### config.mk
export PLATFORM = sky130hd
export DESIGN_NAME = clock_display_scan
export DESIGN_NICKNAME = d
export VERILOG_FILES = /design/src/rtl/clock_display_scan.sv
export SDC_FILE = /design/constraint.sdc
export NUM_CORES = 1
export LEC_CHECK = 0
export ABC_AREA = 1
export CORE_ASPECT_RATIO = 1.1
export CORE_MARGIN = 2
export CORE_UTILIZATION = 30
export DETAILED_ROUTE_END_ITERATION = 10
export GPL_ROUTABILITY_DRIVEN = 0
export PLACE_DENSITY = 0.54
export SLEW_MARGIN = 20
export SYNTH_ARGS = -nofsm -noshare
export SYNTH_HDL_FRONTEND = slang
export SYNTH_SLANG_ARGS = --single-unit
### constraint.sdc
create_clock -name i_sysclk -period 3 [get_ports i_sysclk]
set_input_delay 0.3 -clock i_sysclk [delete_from_list [all_inputs] [get_ports i_sysclk]]
set_output_delay 0.3 -clock i_sysclk [all_outputs]
set_load 0.05 [all_outputs]
### src/rtl/clock_display_scan.sv
// Binary clock time to BCD via repeated subtraction, latched atomically into a display buffer
// and scanned onto a six-digit 7-segment display. Define CLOCK_DISPLAY_BLANK_EN to blank hours-tens 0.
module clock_display_scan #(
  parameter int unsigned SCAN_DIV = 50_000
) (
  input  logic       i_sysclk,
  input  logic       i_reset_n,
  input  logic       i_en,
  input  logic [5:0] i_seconds,
  input  logic [5:0] i_minutes,
  input  logic [4:0] i_hours,
  output logic [6:0] o_segments,
  output logic [5:0] o_digit_sel,
  output logic       o_busy
);

  localparam int unsigned PrescW = 20;
  localparam logic [PrescW-1:0] TermCnt = PrescW'(SCAN_DIV - 1);

  typedef enum logic [1:0] {StIdle, StCapture, StDiv, StCommit} state_e;

  state_e            state_q, state_d;
  logic              force_conv_q, force_conv_d;
  logic [16:0]       snap_q, snap_d;
  logic [1:0]        field_q, field_d;
  logic [5:0]        work_q, work_d;
  logic [2:0]        tens_q, tens_d;
  logic [5:0][3:0]   pend_q, pend_d;
  logic [5:0][3:0]   disp_q, disp_d;
  logic              busy_q, busy_d;
  logic [PrescW-1:0] presc_q, presc_d;
  logic [2:0]        idx_q, idx_d;
  logic              resume_q, resume_d;
  logic [6:0]        seg_q, seg_d;
  logic [5:0]        sel_q, sel_d;
  logic [16:0]       time_in;

  assign time_in = {i_hours, i_minutes, i_seconds};

  function automatic logic [6:0] seg_decode(input logic [3:0] digit);
    case (digit)
      4'd0:    seg_decode = 7'b0111111;
      4'd1:    seg_decode = 7'b0000110;
      4'd2:    seg_decode = 7'b1011011;
      4'd3:    seg_decode = 7'b1001111;
      4'd4:    seg_decode = 7'b1100110;
      4'd5:    seg_decode = 7'b1101101;
      4'd6:    seg_decode = 7'b1111101;
      4'd7:    seg_decode = 7'b0000111;
      4'd8:    seg_decode = 7'b1111111;
      4'd9:    seg_decode = 7'b1101111;
      default: seg_decode = 7'b0000000;
    endcase
  endfunction

  // Conversion FSM: snapshot, divide seconds/minutes/hours in turn, then commit all six digits.
  always_comb begin
    state_d      = state_q;
    force_conv_d = force_conv_q;
    snap_d       = snap_q;
    field_d      = field_q;
    work_d       = work_q;
    tens_d       = tens_q;
    pend_d       = pend_q;
    disp_d       = disp_q;
    case (state_q)
      StIdle: begin
        if (force_conv_q || (time_in != snap_q)) begin
          state_d      = StCapture;
          force_conv_d = 1'b0;
        end
      end
      StCapture: begin
        snap_d  = time_in;
        field_d = 2'd0;
        work_d  = i_seconds;
        tens_d  = 3'd0;
        state_d = StDiv;
      end
      StDiv: begin
        if (work_q >= 6'd10) begin
          work_d = work_q - 6'd10;
          tens_d = tens_q + 3'd1;
        end else begin
          pend_d[{field_q, 1'b0}] = work_q[3:0];
          pend_d[{field_q, 1'b1}] = {1'b0, tens_q};
          tens_d = 3'd0;
          case (field_q)
            2'd0: begin
              field_d = 2'd1;
              work_d  = snap_q[11:6];
            end
            2'd1: begin
              field_d = 2'd2;
              work_d  = {1'b0, snap_q[16:12]};
            end
            default: state_d = StCommit;
          endcase
        end
      end
      StCommit: begin
        disp_d  = pend_q;
        state_d = StIdle;
      end
      default: state_d = StIdle;
    endcase
    busy_d = (state_d != StIdle);
  end

  // Scan: outputs only change on a terminal count, so a buffer update never appears mid-slot.
  // After a disable, the first terminal count redrives the held index instead of advancing.
  always_comb begin
    presc_d  = presc_q;
    idx_d    = idx_q;
    resume_d = resume_q;
    seg_d    = seg_q;
    sel_d    = sel_q;
    if (!i_en) begin
      seg_d    = 7'd0;
      sel_d    = 6'd0;
      resume_d = 1'b1;
    end else if (presc_q == TermCnt) begin
      presc_d = '0;
      if (!resume_q) begin
        idx_d = (idx_q == 3'd5) ? 3'd0 : idx_q + 3'd1;
      end
      resume_d = 1'b0;
      sel_d    = 6'd1 << idx_d;
      seg_d    = seg_decode(disp_q[idx_d]);
`ifdef CLOCK_DISPLAY_BLANK_EN
      if ((idx_d == 3'd5) && (disp_q[5] == 4'd0)) begin
        seg_d = 7'd0;
      end
`endif
    end else begin
      presc_d = presc_q + PrescW'(1);
    end
  end

  always_ff @(posedge i_sysclk or negedge i_reset_n) begin
    if (!i_reset_n) begin
      state_q      <= StIdle;
      force_conv_q <= 1'b1;
      snap_q       <= '0;
      field_q      <= 2'd0;
      work_q       <= 6'd0;
      tens_q       <= 3'd0;
      pend_q       <= '0;
      disp_q       <= '0;
      busy_q       <= 1'b0;
      presc_q      <= '0;
      idx_q        <= 3'd0;
      resume_q     <= 1'b0;
      seg_q        <= 7'd0;
      sel_q        <= 6'd0;
    end else begin
      state_q      <= state_d;
      force_conv_q <= force_conv_d;
      snap_q       <= snap_d;
      field_q      <= field_d;
      work_q       <= work_d;
      tens_q       <= tens_d;
      pend_q       <= pend_d;
      disp_q       <= disp_d;
      busy_q       <= busy_d;
      presc_q      <= presc_d;
      idx_q        <= idx_d;
      resume_q     <= resume_d;
      seg_q        <= seg_d;
      sel_q        <= sel_d;
    end
  end

  assign o_segments  = seg_q;
  assign o_digit_sel = sel_q;
  assign o_busy      = busy_q;

endmodule

Fig. 1: routed clock nets over the placement
Scale: 3 px per um.
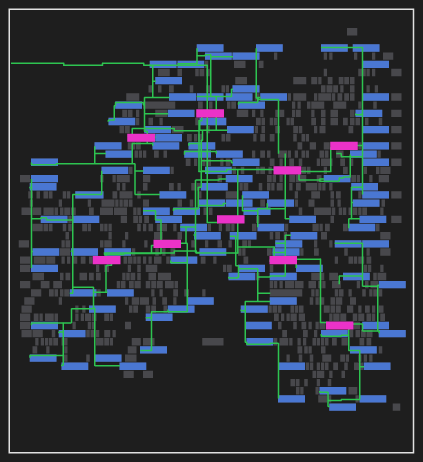
[blue] flip-flops | count: 111
[magenta] clock drivers | count: 9
[green] clock wires | length: 1530 um
routed clock nets: 10

Fig. 2: routing congestion map
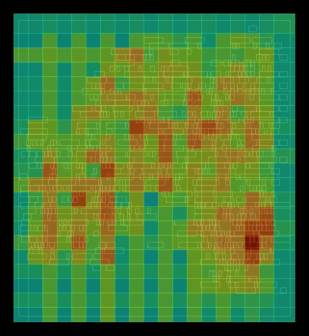
GR Layer Usage met3: 3.38%
utilization after layout: 35.5%

Fig. 3: logic cells by family
Scale: 2 px per um.
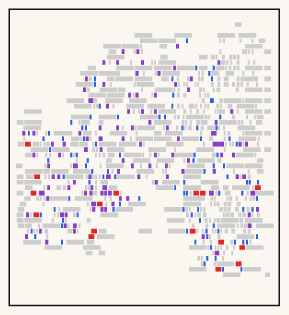
| color | family | cells |
|---|---|---|
| red | XOR/XNOR gates | 16 |
| blue | inverters | 96 |
| purple | inverting AOI/OAI gates | 107 |

==> notes.md <==
The run gives 0 as the initial antenna violation count. For the worst reg-to-reg path, the startpoint reported by OpenROAD is resume_q$_DFFE_PN0P_. For reference, the final report shows the hold violation count at 9. Buffers placed on the I/O ports in this run total 33. The die is 147 um tall. For this run, the leading register cell type out of synthesis is sky130_fd_sc_hd__dfrtp_1.

The worst-case reg-to-reg setup slack stands at 0.81 ns. Setup slack on the critical path of the routed design comes to 0.807 ns. Setup repair after global routing left no endpoint under its margin. With the timing-limited maximum frequency at 456 MHz, the number of enable flip-flop cells is 0.

Synthesized area per cell: 8.20 um^2. Looking at the max-slew report, the worst-margin pin has a slew of 0.866 ns. The clock tree root driver cell is sky130_fd_sc_hd__clkbuf_16. The minimum clock period was 2.19 ns; the violation count after the first detailed-routing iteration was 267. Heaviest power group: registers. Number of warnings the tools reported: 34. Of all nets on the critical path, the largest fanout is 12. By area the synthesized netlist is led by sky130_fd_sc_hd__dfrtp_1 49%, sky130_fd_sc_hd__nand2_1 12%, sky130_fd_sc_hd__inv_1 6.0%, sky130_fd_sc_hd__o21ai_0 4.9%, sky130_fd_sc_hd__nand3_1 4.6%.

The run gives 19800 um^2 for the total die size. The starting density of the core came out at 30.5%. The script logs the ratio of routed vias to standard cells as 4.55. The first global-routing pass estimated 21100 um of wire.

The number of max-slew violations in the final report was 0. The run gives 946 for the number of instances in the placed design. The tightest slew margin relative to the limit was 42.3%; the async set or reset register ratio after synthesis was 100%. Before CTS, the worst setup slack after placement is 0.820 ns. The synthesized chip area reported by yosys is 5600 um^2. In the post-synthesis netlist, the cell with the most instances is sky130_fd_sc_hd__nand2_1. Clock skew on the completed layout was measured at 0.0128 ns.

Summed over all cells, the static leakage comes to 0.00304 uW. The share of the Yosys chip area taken by registers is 49.6%. By startpoint and endpoint, the worst setup path is classified as flip-flop to flip-flop. The synthesis run shows multiplexers occupying 2.21% of the cell area. Looking at the clock tree report, the maximum root-to-sink buffer count equals 2.

TritonCTS built the clock tree. Counting cells, the worst reg-to-reg path comes to 13. By count the netlist is led by 182 x sky130_fd_sc_hd__nand2_1, 110 x sky130_fd_sc_hd__dfrtp_1, 89 x sky130_fd_sc_hd__inv_1. The run gives -0.0196 ns as the worst hold slack. Cell type with the highest aggregate area in the netlist: sky130_fd_sc_hd__dfrtp_1.

The run gives 0.000409 V as the worst vdd rail ir drop. The run gives 747 as the final layout net count. The final setup violation count came out at 0.

The placed instance area was 6190 um^2. With the power dissipated by switching net loads at 1990 uW, the share of total power in the clock network is 24.6%. The run finished, with violations left. The via count of the first global-routing pass was 4243. The arrival time of data at the critical path endpoint came out at 2.48 ns. After synthesis, the largest family of logic cells by area is simple AND/OR/NAND/NOR gates. The run gives 0 ns for the setup TNS after final layout. The run gives 0 as the number of setup buffers added after CTS.

The area of the core region was 18300 um^2. The required time of the worst setup path was 3.29 ns. With the switching power as a share of total power at 37.2%, the cell count after synthesis is 683.

The fraction of the mapped netlist area in compound gates is 10.6%. The run gives 111 for the number of synthesized register bits. OpenROAD reports that the post-layout worst path occupies 73.1% of the period. With the overall power of the completed layout at 5350 uW, the total of warnings raised by yosys is 0. For the total via count in the routed design, the log shows 4381.

The simple logic cell fraction of the synthesized area is 24.3%, and the number of nets at floorplan is 716. The checks that failed: hold timing. The tools report the number of cells in the finished layout apart from fillers as 962.

The mapped netlist covers 5600 um^2. In this run, the synthesized area fraction spent on adder and majority cells is recorded as 2.90%. After clock tree synthesis, the flow added hold-fix buffers numbering 0. Wires add up to 12200 um. Of the post-synthesis cell area, the dominant cell type holds 49.1%. The tools report the cell area after layout as 6520 um^2.

The largest net degree at the start of global routing is 53, and the power per standard cell area is 821 nW/um^2. Per the run report, area growth between synthesis and finish was 16.3%. The power in the clock group came out at 1320 uW.

Yosys mapped the design onto 41 distinct sky130hd cell types. After floorplanning, the core was divided into 52 placement rows. Combinational cells consume a total of 1800 uW. The internal power contribution is 3360 uW. The logs give 4 for the first-pass iteration count of the detailed router and 0 for the total overflow reported by the global router. The count of cells resized by post-cts repair is 0, and the number of H-tree levels is 3. The path category of the worst min-delay check was primary input to asynchronous set/reset pin. The residual antenna-violating net count after detailed routing came out at 0.

Looking at the reg2reg group, the worst path ends at o_segments[3]$_DFFE_PN0P_. For this run the detailed placement stage logged an HPWL of 8820 um. The source-to-sink clock delay at the later pin of the worst-skew pair came out at 0.36 ns. The logs give 0 for the number of diodes added for antenna fixing and 111 for the clock sink total.

Per the Yosys statistics, synthesis produced 683 cells. The relative contribution of sequential cells to total power came out at 41.8%. Buffers inserted during clock tree synthesis total 9.

The timing endpoint of the critical path is o_segments[3]$_DFFE_PN0P_. The kind of end point of the critical path was a flip-flop. Per the detail_route report, DRC violations left total 0. The clock transition at the registers of the reported paths is 0.07 ns, and the xor-xnor portion of the synthesized cell area is 2.50%. The worst setup path is launched from a flip-flop.

The share of final-layout standard cells stronger than drive strength 1 was 7.93%; the average detailed-routed wire length per instance was 12.6 um. The die boundary width is 134 um, and the reported sequential group power is 2240 uW. In this run the count of I/O pins placed on the die edge is 34. The run gives 33.6% for the part of the power in combinational logic. Overall global routing resource usage: 13.2%.

The tools report the launching element of the worst setup path as resume_q$_DFFE_PN0P_. The tally of max-capacitance violations was 0.
[layout make-up]
class / count / area (um^2)
tap: 243 / 304
fill: 1984 / 11800
clock inverter: 6 / 93.8
clock buffer: 10 / 229
inverter: 96 / 363
timing repair buffer: 37 / 370
multi-input combinational: 459 / 2380
sequential: 111 / 2780
[worst min-delay path by stage]
stage                    from                 endpoint  slack (ns)  cells after the start
global route        i_reset_n  presc_q[12]$_DFFE_PN0P_        0.03                      1
finish              i_reset_n  presc_q[10]$_DFFE_PN0P_       -0.02                      1
global placement    i_reset_n  presc_q[13]$_DFFE_PN0P_        0.40                      1
detailed placement  i_reset_n  presc_q[13]$_DFFE_PN0P_        0.39                      1
floorplan           i_reset_n    disp_q[0]$_DFFE_PN0N_       0.004                      0
CTS                 i_reset_n  presc_q[12]$_DFFE_PN0P_       0.005                      1
[worst max-delay path: stages, from the launching register on]
cell and delay, ns:
sky130_fd_sc_hd__dfrtp_1 0.40, sky130_fd_sc_hd__inv_2 0.06, sky130_fd_sc_hd__nand2_2 0.17, sky130_fd_sc_hd__o21ai_2 0.42, sky130_fd_sc_hd__nand2_1 0.10, sky130_fd_sc_hd__nand2_1 0.07
sky130_fd_sc_hd__nand2_1 0.04, sky130_fd_sc_hd__nand2_1 0.10, sky130_fd_sc_hd__inv_1 0.10, sky130_fd_sc_hd__ha_1 0.29, sky130_fd_sc_hd__nand3b_1 0.17, sky130_fd_sc_hd__nand3_1 0.08
sky130_fd_sc_hd__nand3_1 0.06, sky130_fd_sc_hd__nand2_1 0.07
[registers in the layout, indices dropped and copies added (netlist names)]
| register | cells |
|---|---|
| field_q | 2 |
| snap_q | 17 |
| o_busy | 1 |
| pend_q | 21 |
| work_q | 6 |
| presc_q | 20 |
| idx_q | 3 |
| state_q | 2 |
| resume_q | 1 |
| o_digit_sel | 6 |
| force_conv_q | 1 |
| o_segments | 7 |
| disp_q | 21 |
| tens_q | 3 |
[cell usage in the layout, fill, tap and decap left out, types with 5 or more instances in the layout]
cell type                         count
sky130_fd_sc_hd__inv_1               89
sky130_fd_sc_hd__xor2_1               9
sky130_fd_sc_hd__nor2_1              30
sky130_fd_sc_hd__inv_2                6
sky130_fd_sc_hd__o22ai_1              5
sky130_fd_sc_hd__xnor2_1              7
sky130_fd_sc_hd__a21oi_1              6
sky130_fd_sc_hd__clkdlybuf4s50_1     32
sky130_fd_sc_hd__mux2_2              11
sky130_fd_sc_hd__nor3_1              15
sky130_fd_sc_hd__o21ai_1             28
sky130_fd_sc_hd__dfrtp_1            110
sky130_fd_sc_hd__ha_1                13
sky130_fd_sc_hd__nand2_1            182
sky130_fd_sc_hd__o21ai_0             55
sky130_fd_sc_hd__nand2_2              7
sky130_fd_sc_hd__nand4_1              9
sky130_fd_sc_hd__nand3_1             51
sky130_fd_sc_hd__clkbuf_16            9
[per-layer routing]
layer / up-vias / global-route usage [%] / wire length [um]
met5: - / 0 / 0
met4: 0 / 3.05 / 138
met3: 13 / 3.38 / 460
met2: 83 / 21.3 / 5650
met1: 2009 / 17.9 / 5910
li1: 2276 / - / -
Power figures rest on the tool's default switching activity, not on a simulated workload.
